--- src/rtl/pipe_shifter.sv ---
`default_nettype none
// ============================================================================
// pipe_shifter: pipelined log2 barrel shifter (SLL/SRL/SRA/ROTR) with a
// valid/ready handshake, whole-pipe stall and synchronous flush.
// Optional rotate: define PIPE_SHIFTER_ROTATE_EN.
// Revision: 1.0
// ============================================================================
module pipe_shifter #(
  parameter int WIDTH       = 32,
  parameter int SHAMT_W     = 5,
  parameter int PIPE_STAGES = 2,
  parameter int TAG_W       = 5
) (
  input  logic               clk,
  input  logic               rst_n,
  input  logic               flush,
  input  logic               in_valid,
  output logic               in_ready,
  input  logic [WIDTH-1:0]   in_data,
  input  logic [SHAMT_W-1:0] in_shamt,
  input  logic [1:0]         in_op,
  input  logic [TAG_W-1:0]   in_tag,
  output logic               out_valid,
  input  logic               out_ready,
  output logic [WIDTH-1:0]   out_data,
  output logic [TAG_W-1:0]   out_tag,
  output logic               out_ill
);

  localparam logic [1:0] c_op_sll  = 2'b00;
  localparam logic [1:0] c_op_srl  = 2'b01;
  localparam logic [1:0] c_op_sra  = 2'b10;
  localparam logic [1:0] c_op_rotr = 2'b11;

  logic               r_valid [PIPE_STAGES];
  logic [WIDTH-1:0]   r_data  [PIPE_STAGES];
  logic [SHAMT_W-1:0] r_shamt [PIPE_STAGES];
  logic [1:0]         r_op    [PIPE_STAGES];
  logic [TAG_W-1:0]   r_tag   [PIPE_STAGES];

  logic               w_src_valid [PIPE_STAGES];
  logic [WIDTH-1:0]   w_src_data  [PIPE_STAGES];
  logic [SHAMT_W-1:0] w_src_shamt [PIPE_STAGES];
  logic [1:0]         w_src_op    [PIPE_STAGES];
  logic [TAG_W-1:0]   w_src_tag   [PIPE_STAGES];
  logic [WIDTH-1:0]   w_nxt_data  [PIPE_STAGES];

  logic w_advance;

  // Apply barrel levels [lo, hi) selected by the shift-amount bits.
  function automatic logic [WIDTH-1:0] f_levels(
    input logic [WIDTH-1:0]   d,
    input logic [SHAMT_W-1:0] sh,
    input logic [1:0]         op,
    input int                 lo,
    input int                 hi
  );
    logic [WIDTH-1:0] v;
    int               n;
    v = d;
    for (int k = 0; k < SHAMT_W; k++) begin
      if (k >= lo && k < hi && sh[k]) begin
        n = 1 << k;
        case (op)
          c_op_sll: v = v << n;
          c_op_srl: v = v >> n;
          c_op_sra: v = $signed(v) >>> n;
          default: begin
`ifdef PIPE_SHIFTER_ROTATE_EN
            v = (v >> n) | (v << (WIDTH - n));
`else
            v = v;
`endif
          end
        endcase
      end
    end
    return v;
  endfunction

  assign out_valid = r_valid[PIPE_STAGES-1];
  assign out_data  = r_data[PIPE_STAGES-1];
  assign out_tag   = r_tag[PIPE_STAGES-1];
  assign w_advance = out_ready | ~out_valid;
  assign in_ready  = w_advance & ~flush;

`ifdef PIPE_SHIFTER_ROTATE_EN
  assign out_ill = 1'b0;
`else
  assign out_ill = r_valid[PIPE_STAGES-1] & (r_op[PIPE_STAGES-1] == c_op_rotr);
`endif

  always_comb begin
    w_src_valid[0] = in_valid;
`ifdef PIPE_SHIFTER_ROTATE_EN
    w_src_data[0]  = in_data;
`else
    // Illegal rotate enters as zero so every later level keeps it zero.
    w_src_data[0]  = (in_op == c_op_rotr) ? '0 : in_data;
`endif
    w_src_shamt[0] = in_shamt;
    w_src_op[0]    = in_op;
    w_src_tag[0]   = in_tag;
    for (int s = 1; s < PIPE_STAGES; s++) begin
      w_src_valid[s] = r_valid[s-1];
      w_src_data[s]  = r_data[s-1];
      w_src_shamt[s] = r_shamt[s-1];
      w_src_op[s]    = r_op[s-1];
      w_src_tag[s]   = r_tag[s-1];
    end
  end

  always_comb begin
    for (int s = 0; s < PIPE_STAGES; s++) begin
      w_nxt_data[s] = '0;
      if (w_src_valid[s]) begin
        w_nxt_data[s] = f_levels(w_src_data[s], w_src_shamt[s], w_src_op[s],
                                 s * SHAMT_W / PIPE_STAGES,
                                 (s == PIPE_STAGES - 1) ? SHAMT_W
                                                        : (s + 1) * SHAMT_W / PIPE_STAGES);
      end
    end
  end

  // Bubbles and flushed slots are zeroed so an invalid output reads as 0.
  always_ff @(posedge clk or negedge rst_n) begin
    if (!rst_n) begin
      for (int s = 0; s < PIPE_STAGES; s++) begin
        r_valid[s] <= 1'b0;
        r_data[s]  <= '0;
        r_shamt[s] <= '0;
        r_op[s]    <= '0;
        r_tag[s]   <= '0;
      end
    end else if (flush) begin
      for (int s = 0; s < PIPE_STAGES; s++) begin
        r_valid[s] <= 1'b0;
        r_data[s]  <= '0;
        r_shamt[s] <= '0;
        r_op[s]    <= '0;
        r_tag[s]   <= '0;
      end
    end else if (w_advance) begin
      for (int s = 0; s < PIPE_STAGES; s++) begin
        r_valid[s] <= w_src_valid[s];
        r_data[s]  <= w_nxt_data[s];
        r_shamt[s] <= w_src_valid[s] ? w_src_shamt[s] : '0;
        r_op[s]    <= w_src_valid[s] ? w_src_op[s]    : '0;
        r_tag[s]   <= w_src_valid[s] ? w_src_tag[s]   : '0;
      end
    end
  end

endmodule
`default_nettype wire

--- config.mk ---
export PLATFORM = sky130hd
export DESIGN_NAME = pipe_shifter
export DESIGN_NICKNAME = d
export VERILOG_FILES = /design/src/rtl/pipe_shifter.sv
export SDC_FILE = /design/constraint.sdc
export NUM_CORES = 1
export LEC_CHECK = 0
export ABC_AREA = 0
export CORE_MARGIN = 3
export CORE_UTILIZATION = 33
export CTS_BUF_LIST = sky130_fd_sc_hd__clkbuf_16
export CTS_CLUSTER_DIAMETER = 100
export CTS_CLUSTER_SIZE = 28
export DETAILED_ROUTE_END_ITERATION = 16
export PLACE_DENSITY_LB_ADDON = 0.12
export SKIP_LAST_GASP = 1
export SLEW_MARGIN = 20
export SYNTH_ARGS = -nofsm -noshare
export SYNTH_HDL_FRONTEND = slang
export SYNTH_SLANG_ARGS = --single-unit
--- constraint.sdc ---
create_clock -name clk -period 4.2 [get_ports clk]
set_input_delay 0.63 -clock clk [delete_from_list [all_inputs] [get_ports clk]]
set_output_delay 0.63 -clock clk [all_outputs]
set_load 0.05 [all_outputs]
floorplan.png
Scale bar: 50 µm. Pins as bars on the die edge.
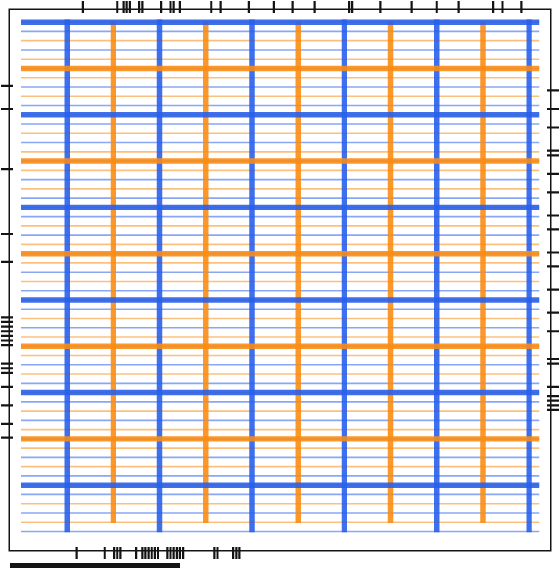
[orange] VDD
[blue] VSS
rows: 55
signal pins: 89
met4 straps: 11
met5 straps: 11
met1 rails: 56
placeable core area: 22,800 µm²
width of the die: 159 µm
die outline height: 159 µm
largest vdd supply drop: 0.161 mV

==> results.md <==
| Parameter | This run | Unit |
| --- | --- | --- |
| Layout Nets | 1,067 | - |
| Proportion of layout cells with a drive suffix above 1 | 0.0772 | - |
| Highest Clock Rate | 324 | MHz |
| Number of hold violations in the final report | 0 | - |
| Flip-flops | 83 | - |
| Hold Path Class | primary input to async pin | - |
| H-tree levels | 3 | - |
| Clk ins delay skew pair | 360 | ps |
| Async set-reset flop share out of synthesis | 1.00 | - |
| Worst-case clock skew | 12.2 | ps |
| Routed Wire Length | 30,700 | µm |
| Post-Synthesis Cells | 1,022 | - |
| Initial antenna violation count | 0 | - |
| Static Leakage | 3.29 | nW |
| Netlist Area Pre-Place | 7690 | µm² |
| Clock slew seen by the registers of the worst setup and hold paths | 70 | ps |
| Routability cong. | 0.942 | - |
| Ys cells | 1,022 | - |
| Diodes inserted | 0 | - |
| Worst-path cell chain | clkdlybuf4s50_1, nand2b_1, nor2b_1, clkdlybuf4s50_1 | - |
| Flip-flop and latch count after synthesis | 83 | - |
| Post-synth net total | 1,071 | - |
| Tool warning count | 26 | - |
| Non-Clock Buffer Count | 123 | - |
| Number of cells in the finished layout apart from fillers | 1,336 | - |
| Fin. max-slew vios | 0 | - |
| Area share of buffers outside the clock network | 0.132 | - |
| FF/Latch Area | 2080 | µm² |
| Maximum root-to-sink buffer count | 2 | - |
| Clock distribution area overhead in the final layout | 0.0351 | - |
| Max-cap check violation count | 0 | - |
| Most instantiated logic cell after routing | sky130_fd_sc_hd__o21ai_0 | - |
| Number of warnings reported in the yosys synthesis log | 0 | - |
| Yosys simple share | 0.169 | - |
| Kind of start point of the critical path | primary input | - |
| Layout inverter count without the clock tree | 20 | - |
| Total track usage | 0.243 | - |
| CTS tree | done | - |
| Post-synth area from yosys stat | 7690 | µm² |
| Prevailing logic family in the synthesized netlist | AND-OR/OR-AND gates | - |
| Crit path largest cell delay | 860 | ps |
| Area share of the leading cell type in the synthesized netlist | 0.270 | - |
| Ratio of final minimum period to clock period | 0.735 | - |
| Final Worst Setup Slack | 1110 | ps |
| Data arrival time of the critical path | 2460 | ps |
| Least-Margin Pin Slew | 1090 | ps |
| Most common cell on crit path | sky130_fd_sc_hd__clkdlybuf4s50_1 | - |
| Fill cell count | 2,427 | - |
| Aoi share | 0.404 | - |
| Tally of buffers added on design ports | 88 | - |
| Worst max-slew margin expressed relative to the limit | 0.269 | - |
| Top cells by area in the synthesized netlist | sky130_fd_sc_hd__dfrtp_1 27%, sky130_fd_sc_hd__o21ai_0 8.1%, sky130_fd_sc_hd__nand2_1 5.4% | - |
| Hpwl dp | 21,600 | µm |
| Post-synth EDFFs | 0 | - |
| Number of tapcells | 313 | - |
| Starting density of the core | 0.337 | - |
| Worst slack after detailed placement | 1020 | ps |
| Final setup violation count | 0 | - |
| DRT iter0 DRCs | 805 | - |
| Share of the yosys chip area belonging to registers | 0.270 | - |
| Final critical path time including I/O delays and setup | 3090 | ps |
| DR WL/cell | 23.0 | µm |
| Biggest area consumer among cell classes | multi-input combinational cells | - |
| RSZ-0062 raised after global routing | no | - |
| Per-cell via count in the routed design | 6.28 | - |
| Placed insts | 1,320 | - |
| Global-route wire length before repair | 47,500 | µm |
| Share of the final layout cell area in multi-input gates | 0.544 | - |
| Clock Tree Root | sky130_fd_sc_hd__clkbuf_16 | - |
| Antenna-violating nets left | 0 | - |
| Largest area contributor in the netlist | sky130_fd_sc_hd__dfrtp_1 | - |
| Die area | 25,200 | µm² |
| Post-synthesis mux area share | 0.0448 | - |
| Area Growth Syn to Fin | 14.5 | % |
| Pwr Density | 270 | nW/µm² |
| Most used cells in the layout excluding fill and tap cells | 125 x sky130_fd_sc_hd__o21ai_0, 110 x sky130_fd_sc_hd__nand2_1, 86 x sky130_fd_sc_hd__clkdlybuf4s50_1, 81 x sky130_fd_sc_hd__dfrtp_1, 76 x sky130_fd_sc_hd__a21oi_1 | - |
| Netlist cell types | 67 | - |
| Number of buffers inserted during clock tree synthesis | 9 | - |
| Final-layout clock buffer total | 9 | - |
| Main synth FF type | sky130_fd_sc_hd__dfrtp_1 | - |
| Crit-path slowest cell | sky130_fd_sc_hd__clkdlybuf4s50_1 | - |
| Buffers inserted during post-CTS setup optimization | 0 | - |
| Number of gates resized after CTS | 0 | - |
| Type of the worst setup path | primary input to primary output | - |
| Pin count of the biggest net entering global routing | 74 | - |
| Drc violations | 0 | - |
| Average size of a mapped cell | 7.52 | µm² |
| Number of clock sinks seen by CTS | 83 | - |
| Run status | complete, no violations | - |
| Number of vias in the routed layout | 8,385 | - |
| Endpoint class of the critical path | primary output | - |
| Number of logic gates | 781 | - |
| Area of combinational cells with multiple inputs | 4790 | µm² |
| Yosys adder share | 0.00391 | - |
| Io pins | 89 | - |
| Leading cell type by number of instances after synthesis | sky130_fd_sc_hd__o21ai_0 | - |
| Vias in the first global route | 7,836 | - |
| Largest driver fanout on the critical path | 5 | - |
| Post-synth top cells | 125 x sky130_fd_sc_hd__o21ai_0, 110 x sky130_fd_sc_hd__nand2_1, 83 x sky130_fd_sc_hd__dfrtp_1 | - |
| Worst EP required | 3570 | ps |
| CTS Hold Bufs | 0 | - |
| Number of iterations in the first detailed-routing pass | 5 | - |
| Final total negative setup slack | 0 | ps |
| Overflow left after global routing | 0 | - |
| XOR Share, Synth | 0 | - |
class_map.png
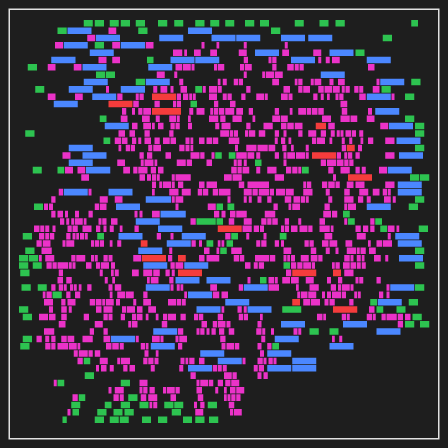
[red] clock drivers and dummy loads | cells: 16 | share of their area: 3.7%
[magenta] remaining logic cells | cells: 801 | share of their area: 58%
[green] remaining buffers and delay cells | cells: 123 | share of their area: 14%
[blue] sequential cells | cells: 83 | share of their area: 25%
flip-flop and latch share of the layout cell area: 0.236
post-route standard cell area excluding fillers: 8800 µm²
number of rows created at floorplan: 55
Post-Route Utilization: 0.386

-- power by group --
group	internal, W	switching (W)
combinational	0.000234	0.000399
clock	0.000472	0.000379
sequential	0.000829	0.0000681
-- registers in the layout, summed over array words and instances (netlist names) --
register,count
out_data,32
out_tag,5
out_valid,1
r_data,32
r_op,4
r_shamt,3
r_tag,5
r_valid,1
-- metrics by stage --
stage / total power, W / instance area (µm²) / hold slack, ps
floorplan: 0.00130 / 7690 / 334
global placement: 0.00153 / 8490 / 465
detailed placement: 0.00153 / 8490 / 472
CTS: 0.00239 / 8800 / 398
global route: 0.00248 / 8800 / 434
finish: 0.00238 / 8800 / 363
-- final timing paths --
path	startpoint	cells after the start	slack (ps)	end
worst max-delay path	out_ready	4	1110	in_ready
worst min-delay path	rst_n	1	360	out_data[12]$_DFFE_PN0P_
worst max register to register	r_op[2]$_DFFE_PN0P_	7	1470	out_data[21]$_DFFE_PN0P_
worst min register to register	out_data[26]$_DFFE_PN0P_	2	480	out_data[26]$_DFFE_PN0P_
max in group asynchronous	rst_n	2	3100	r_shamt[7]$_DFFE_PN0P_
min in group clk	out_data[26]$_DFFE_PN0P_	2	480	out_data[26]$_DFFE_PN0P_
-- critical path, delay by kind of cell --
family / cells / cell delay [ps]
buf+inv: 2 / 1310
simple gates: 2 / 510
-- metal layers --
layer  up-vias  routed length (µm)  global-route usage
li1       3833                   -                   -
met1      4061               13500               0.346
met2       434               13600               0.368
met3        57                2700              0.0462
met4         0                 880              0.0832
met5         -                   0                   0
-- kinds of logic after synthesis --
logic type,after synthesis
muxes,32
DFF,83
and+or+nand+nor,282
adders and majority gates,3
AOI/OAI and AO/OA,464
buffers and inverters,158
Power and IR drop assume default switching activity.
